## src/rtl/param_serializer_pkg.sv

```systemverilog
// Shared types and helpers for the buffered parallel-to-serial converter.
package param_serializer_pkg;

  // Upper bound on DATA_W; the held-word struct is sized for it and each
  // instance uses only its low DATA_W data bits.
  localparam int unsigned SER_MAX_W = 64;
  localparam int unsigned SER_LEN_W = $clog2(SER_MAX_W) + 1;

  typedef struct packed {
    logic [SER_MAX_W-1:0] data;
    logic [SER_LEN_W-1:0] len;
    logic                 msb_first;
  } held_word_t;

  // Length field of zero encodes a full word.
  function automatic logic [SER_LEN_W-1:0] eff_len(input logic [SER_LEN_W-1:0] mod,
                                                   input int unsigned          data_w);
    return (mod == '0) ? SER_LEN_W'(data_w) : mod;
  endfunction

endpackage

```

## src/rtl/param_serializer_shift_core.sv

```systemverilog
// Shifter plus bit counter: emits len bits of a loaded word, one per cycle.
module ser_shift_core
  import param_serializer_pkg::*;
#(
  parameter int unsigned DATA_W = 16,
  parameter int unsigned MOD_W  = $clog2(DATA_W)
) (
  input  logic       clk_i,
  input  logic       srst_i,
  input  logic       load_i,
  input  held_word_t word_i,
  output logic       ser_data_o,
  output logic       ser_val_o,
  output logic       ser_first_o,
  output logic       ser_last_o
);

  localparam int unsigned CNT_W = MOD_W + 1;

  typedef enum logic {IDLE, SHIFT} state_t;

  state_t             state_q, state_d;
  logic [DATA_W-1:0]  sh_q;
  logic [CNT_W-1:0]   cnt_q;
  logic               first_q;
  logic [DATA_W-1:0]  ord;
  logic               unused_word;

  // Only the low DATA_W / CNT_W bits of the shared struct matter here.
  assign unused_word = ^{word_i.data, word_i.len};

  // Normalise to MSB-first so the shifter always drains from the top bit.
  always_comb begin
    ord = word_i.data[DATA_W-1:0];
    if (!word_i.msb_first)
      for (int i = 0; i < DATA_W; i++) ord[i] = word_i.data[DATA_W-1-i];
  end

  assign ser_val_o   = (state_q == SHIFT);
  assign ser_data_o  = ser_val_o & sh_q[DATA_W-1];
  assign ser_first_o = ser_val_o & first_q;
  assign ser_last_o  = ser_val_o & (cnt_q == CNT_W'(1));

  // Next state: a load always (re)starts shifting; the last bit without a reload ends it.
  always_comb begin
    state_d = state_q;
    if (load_i)          state_d = SHIFT;
    else if (ser_last_o) state_d = IDLE;
  end

  // State, shift register and remaining-bit counter.
  always_ff @(posedge clk_i) begin
    if (srst_i) begin
      state_q <= IDLE;
      sh_q    <= '0;
      cnt_q   <= '0;
      first_q <= 1'b0;
    end else begin
      state_q <= state_d;
      if (load_i) begin
        sh_q    <= ord;
        cnt_q   <= word_i.len[CNT_W-1:0];
        first_q <= 1'b1;
      end else if (state_q == SHIFT) begin
        sh_q    <= {sh_q[DATA_W-2:0], 1'b0};
        cnt_q   <= cnt_q - CNT_W'(1);
        first_q <= 1'b0;
      end
    end
  end

endmodule

```

## src/rtl/param_serializer.sv

```systemverilog
// Buffered parallel-to-serial converter: ready/valid input, one-word hold
// register in front of the shifter so consecutive words stream gaplessly.
module param_serializer
  import param_serializer_pkg::*;
#(
  parameter int unsigned DATA_W  = 16,
  parameter int unsigned MOD_W   = $clog2(DATA_W),
  parameter int unsigned MIN_LEN = 3
) (
  input  logic              clk_i,
  input  logic              srst_i,
  input  logic [DATA_W-1:0] data_i,
  input  logic [MOD_W-1:0]  data_mod_i,
  input  logic              msb_first_i,
  input  logic              data_val_i,
  output logic              data_ready_o,
  output logic              ser_data_o,
  output logic              ser_data_val_o,
  output logic              ser_first_o,
  output logic              ser_last_o,
  output logic              busy_o
);

  held_word_t hold_q;
  held_word_t in_word;
  held_word_t load_word;
  logic       hold_full_q;
  logic       xfer, too_short, accept, core_free, load;

  assign data_ready_o = !hold_full_q;
  assign xfer         = data_val_i && data_ready_o;
  assign too_short    = (data_mod_i != '0) && (data_mod_i < MOD_W'(MIN_LEN));
  assign accept       = xfer && !too_short;
  // Shifter can take a word now if idle or finishing its last bit this cycle.
  assign core_free    = !ser_data_val_o || ser_last_o;
  // A pending hold word blocks the input, so both load sources never collide.
  assign load         = core_free && (hold_full_q || accept);
  assign busy_o       = ser_data_val_o || hold_full_q;

  // Package the incoming word; short lengths never reach here as accepted words.
  always_comb begin
    in_word           = '0;
    in_word.data      = SER_MAX_W'(data_i);
    in_word.len       = eff_len(SER_LEN_W'(data_mod_i), DATA_W);
    in_word.msb_first = msb_first_i;
  end

  assign load_word = hold_full_q ? hold_q : in_word;

  // Hold register: fill when the shifter is busy, drain when it finishes.
  always_ff @(posedge clk_i) begin
    if (srst_i) begin
      hold_q      <= '0;
      hold_full_q <= 1'b0;
    end else if (accept && !core_free) begin
      hold_q      <= in_word;
      hold_full_q <= 1'b1;
    end else if (hold_full_q && ser_last_o) begin
      hold_full_q <= 1'b0;
    end
  end

  ser_shift_core #(
    .DATA_W (DATA_W),
    .MOD_W  (MOD_W)
  ) u_core (
    .clk_i       (clk_i),
    .srst_i      (srst_i),
    .load_i      (load),
    .word_i      (load_word),
    .ser_data_o  (ser_data_o),
    .ser_val_o   (ser_data_val_o),
    .ser_first_o (ser_first_o),
    .ser_last_o  (ser_last_o)
  );

endmodule

```

## config.mk

```make
export PLATFORM = sky130hd
export DESIGN_NAME = param_serializer
export DESIGN_NICKNAME = d
export VERILOG_FILES = /design/src/rtl/param_serializer_pkg.sv /design/src/rtl/param_serializer_shift_core.sv /design/src/rtl/param_serializer.sv
export SDC_FILE = /design/constraint.sdc
export NUM_CORES = 1
export LEC_CHECK = 0
export CORE_ASPECT_RATIO = 1.25
export CORE_MARGIN = 4
export CORE_UTILIZATION = 56
export DETAILED_ROUTE_END_ITERATION = 12
export GPL_ROUTABILITY_DRIVEN = 0
export PLACE_DENSITY = 0.79
export SETUP_SLACK_MARGIN = 0.5
export SLEW_MARGIN = 20
export SYNTH_ARGS = -nofsm -noshare
export SYNTH_HDL_FRONTEND = slang
export SYNTH_SLANG_ARGS = --single-unit
```

## constraint.sdc

```tcl
create_clock -name clk_i -period 2.5 [get_ports clk_i]
set_input_delay 0.75 -clock clk_i [delete_from_list [all_inputs] [get_ports clk_i]]
set_output_delay 0.75 -clock clk_i [all_outputs]
set_load 0.005 [all_outputs]
```

Fig. 1: routing congestion
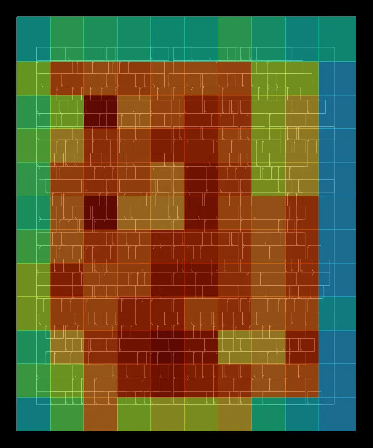
busiest metal layer after global routing: met2
met1 usage in global routing: 0.349

Fig. 2: wiring heat map
14 x 17 tiles, from white (low) to dark blue (high), scaled to the fullest tile. Values are wire area over tile area, all layers added.
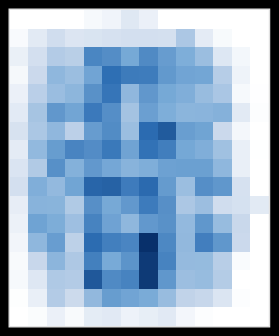
densest ninth of the die	centre
fullest tile	0.89
nearly empty tiles	14%
tiles over half the peak	34%
mean over tiles	0.31
Post-Route WL: 10800 um
aggregate global-route resource usage: 0.273
total number of vias: 3203
average detailed-routed wire length per instance: 23.5 um

Fig. 3: M1 wires
Bar = 20 um.
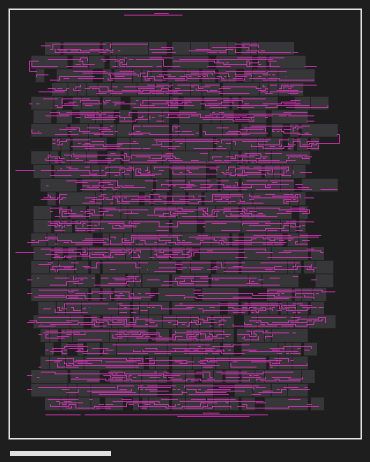
main direction	horizontal
nets with wire on the layer	396

==> impl_metrics.csv <==
group,metric,value,unit
routing,detailroute.wirelength.met2,5210,um
routing,via_per_inst,6.99,
grt,grt_first_pass_wirelength,13200,um
pwr,share_seq_of_total_power,0.390,
sta,fin_crit,2.39,ns
layout,flop-count,46,
sta,max_slew_headroom,0.529,
clock_network,cts_hold_fix_bufs,0,
pwr,power_consumption,0.00225,W
critical_path,rr_startpoint,"u_core.cnt_q[1]",
clock_network,clock_buffer_count_from_cts,5,
synthesis,yosysWarnings,0,
pwr,ir_drop,477,uV
pwr,part_of_the_power_in_the_clock_network,0.203,
clock_network,cts.root.buffer_cell,"clkbuf_8",
layout,largest_cell_class,"combinational gates",
floorplanning,core.rowCount,27,
status,status,"finished clean",
layout,layout_top_cells,"43 x dfxtp_1, 37 x buf_4, 32 x nand2_1",
clock_network,clkSinkCount,46,
grt,overflow,0,
layout,register_area,927,um2
pwr,p_clk,0.000456,W
grt,grt_util_met3,0.0498,
sta,worst_slack,0.110,ns
synthesis,unique_cell_type_count_in_the_yosys_netlist,45,
synthesis,synth_top_area_share,0.345,
placed_design,placed_cells_incl_taps,421,
clock_network,postCtsResizedCells,46,
critical_path,critical_path_cell_count,11,
pwr,powerComb,0.000917,W
worst_hold_path,min-delay-path-class,"reg -> reg",
critical_path,cells_traversed_along_the_worst_timing_path,"inv_2, ha_4, or4b_4, buf_6, buf_6, a221oi_4, buf_4, buf_6, buf_6, a22oi_2, a31oi_1",
routing,number_of_iterations_in_the_first_detailed_routing_pass,5,
pwr,leakage,1.40,nW
synthesis,postSynthAreaPerCell,7.92,um2
layout,layout.clock.cell_area_share,0.0208,
grt,grt_max_degree,39,
layout,largest_registers,"hold_q x22, u_core.sh_q x16, u_core.cnt_q x5",
synthesis,async_reset_ff_frac,0,
layout,area.share.sequential,0.244,
pwr,p_seq,0.000878,W
placed_design,postPlaceCellArea,0.00317,mm2
sta,clock-skew-final,0.0136,ns
synthesis,top_logic_kind,"AND-OR/OR-AND gates",
routing,highest_layer,"met4",
clock_network,clock.latency.late_pin,0.31,ns
sta,final.period_utilization,0.956,
sta,hold_ws,0.459,ns
routing,detail-route-antenna-nets,0,
synthesis,ys.flops,46,
layout,lay_top_count,"dfxtp_1",
layout,inv_count,7,
critical_path,critical_path.max_stage_delay,0.50,ns
critical_path,setup.reg_to_reg.worst_slack,0.11,ns
synthesis,synthDominantAreaCellType,"dfxtp_1",
critical_path,required,2.72,ns
synthesis,synth.area.mux_share,0.0910,
routing,met3_wirelength,1020,um
critical_path,endpoint,"u_core.cnt_q[3]",
layout,n_all_buffers,88,
critical_path,critical_path_buf_inv_count,6,
critical_path,crit_path_start,"u_core.cnt_q[1]",
job,maxcap_violations,0,
layout,final-instance-count-excl-fill,458,
sta,top_achievable_clock_speed,418,MHz
layout,registers.top_by_ff_count,"hold_q",
sta,final-hold-violation-count,0,
layout,finalCoreUtilization,0.845,
pwr,switching_share_of_power,0.372,
placed_design,port-buffer-count,29,
clock_network,h_tree_depth,2,
clock_network,cts.repair_timing.setup_buffer_count,14,
floorplanning,dieHeight,85.2,um
pwr,internal_power,0.00141,W
layout,final_area,0.00380,mm2
job,log.warning_count,30,
sta,final_setup_violations,0,
synthesis,enable_flop_cells,0,
critical_path,worst-r2r-cell-count,11,
Fig. 4: metal layers overlaid
Bar = 20 um. Two of the layers only.
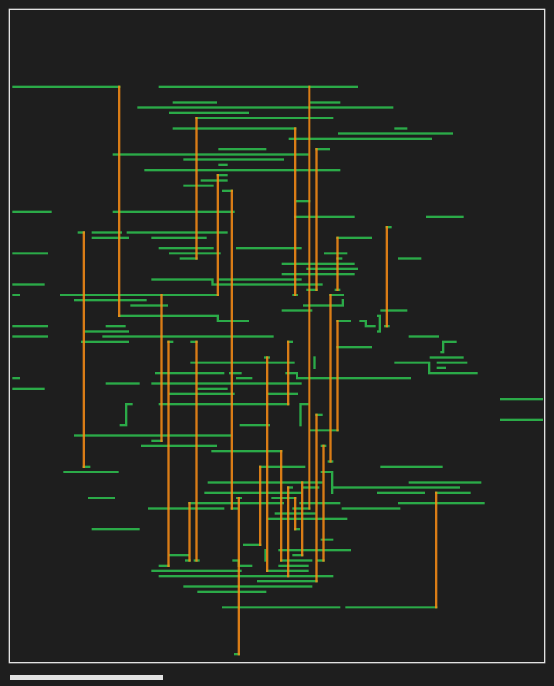
colour	layer	wire length
orange	M4	529 um
green	M3	1020 um

Fig. 5: close-up of the layout
Bar = 5 um. Region (42, 54) to (62, 74) um. Cells in grey, sequential cells in the stronger grey; small squares are vias.
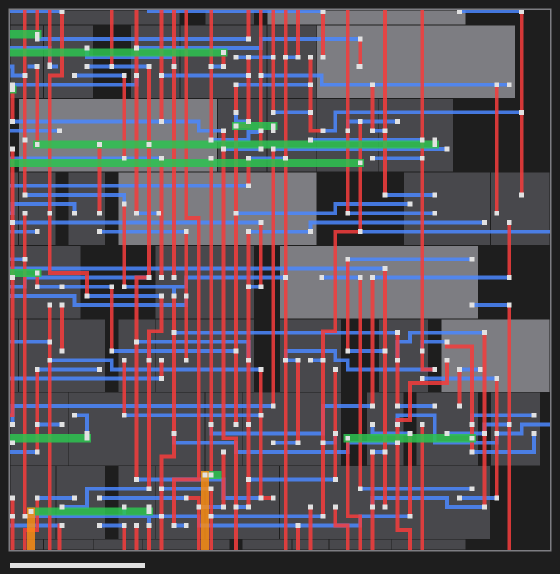
colour	layer
blue	M1
green	M3
red	M2
orange	M4
most frequent	nand2_1 (6), dfxtp_1 (5)
cells with their middle in the window	37
sequential cells in the window	5
netlist names of flops here include	u_core.sh_q (3), hold_q (2)

Power and IR drop assume default switching activity.
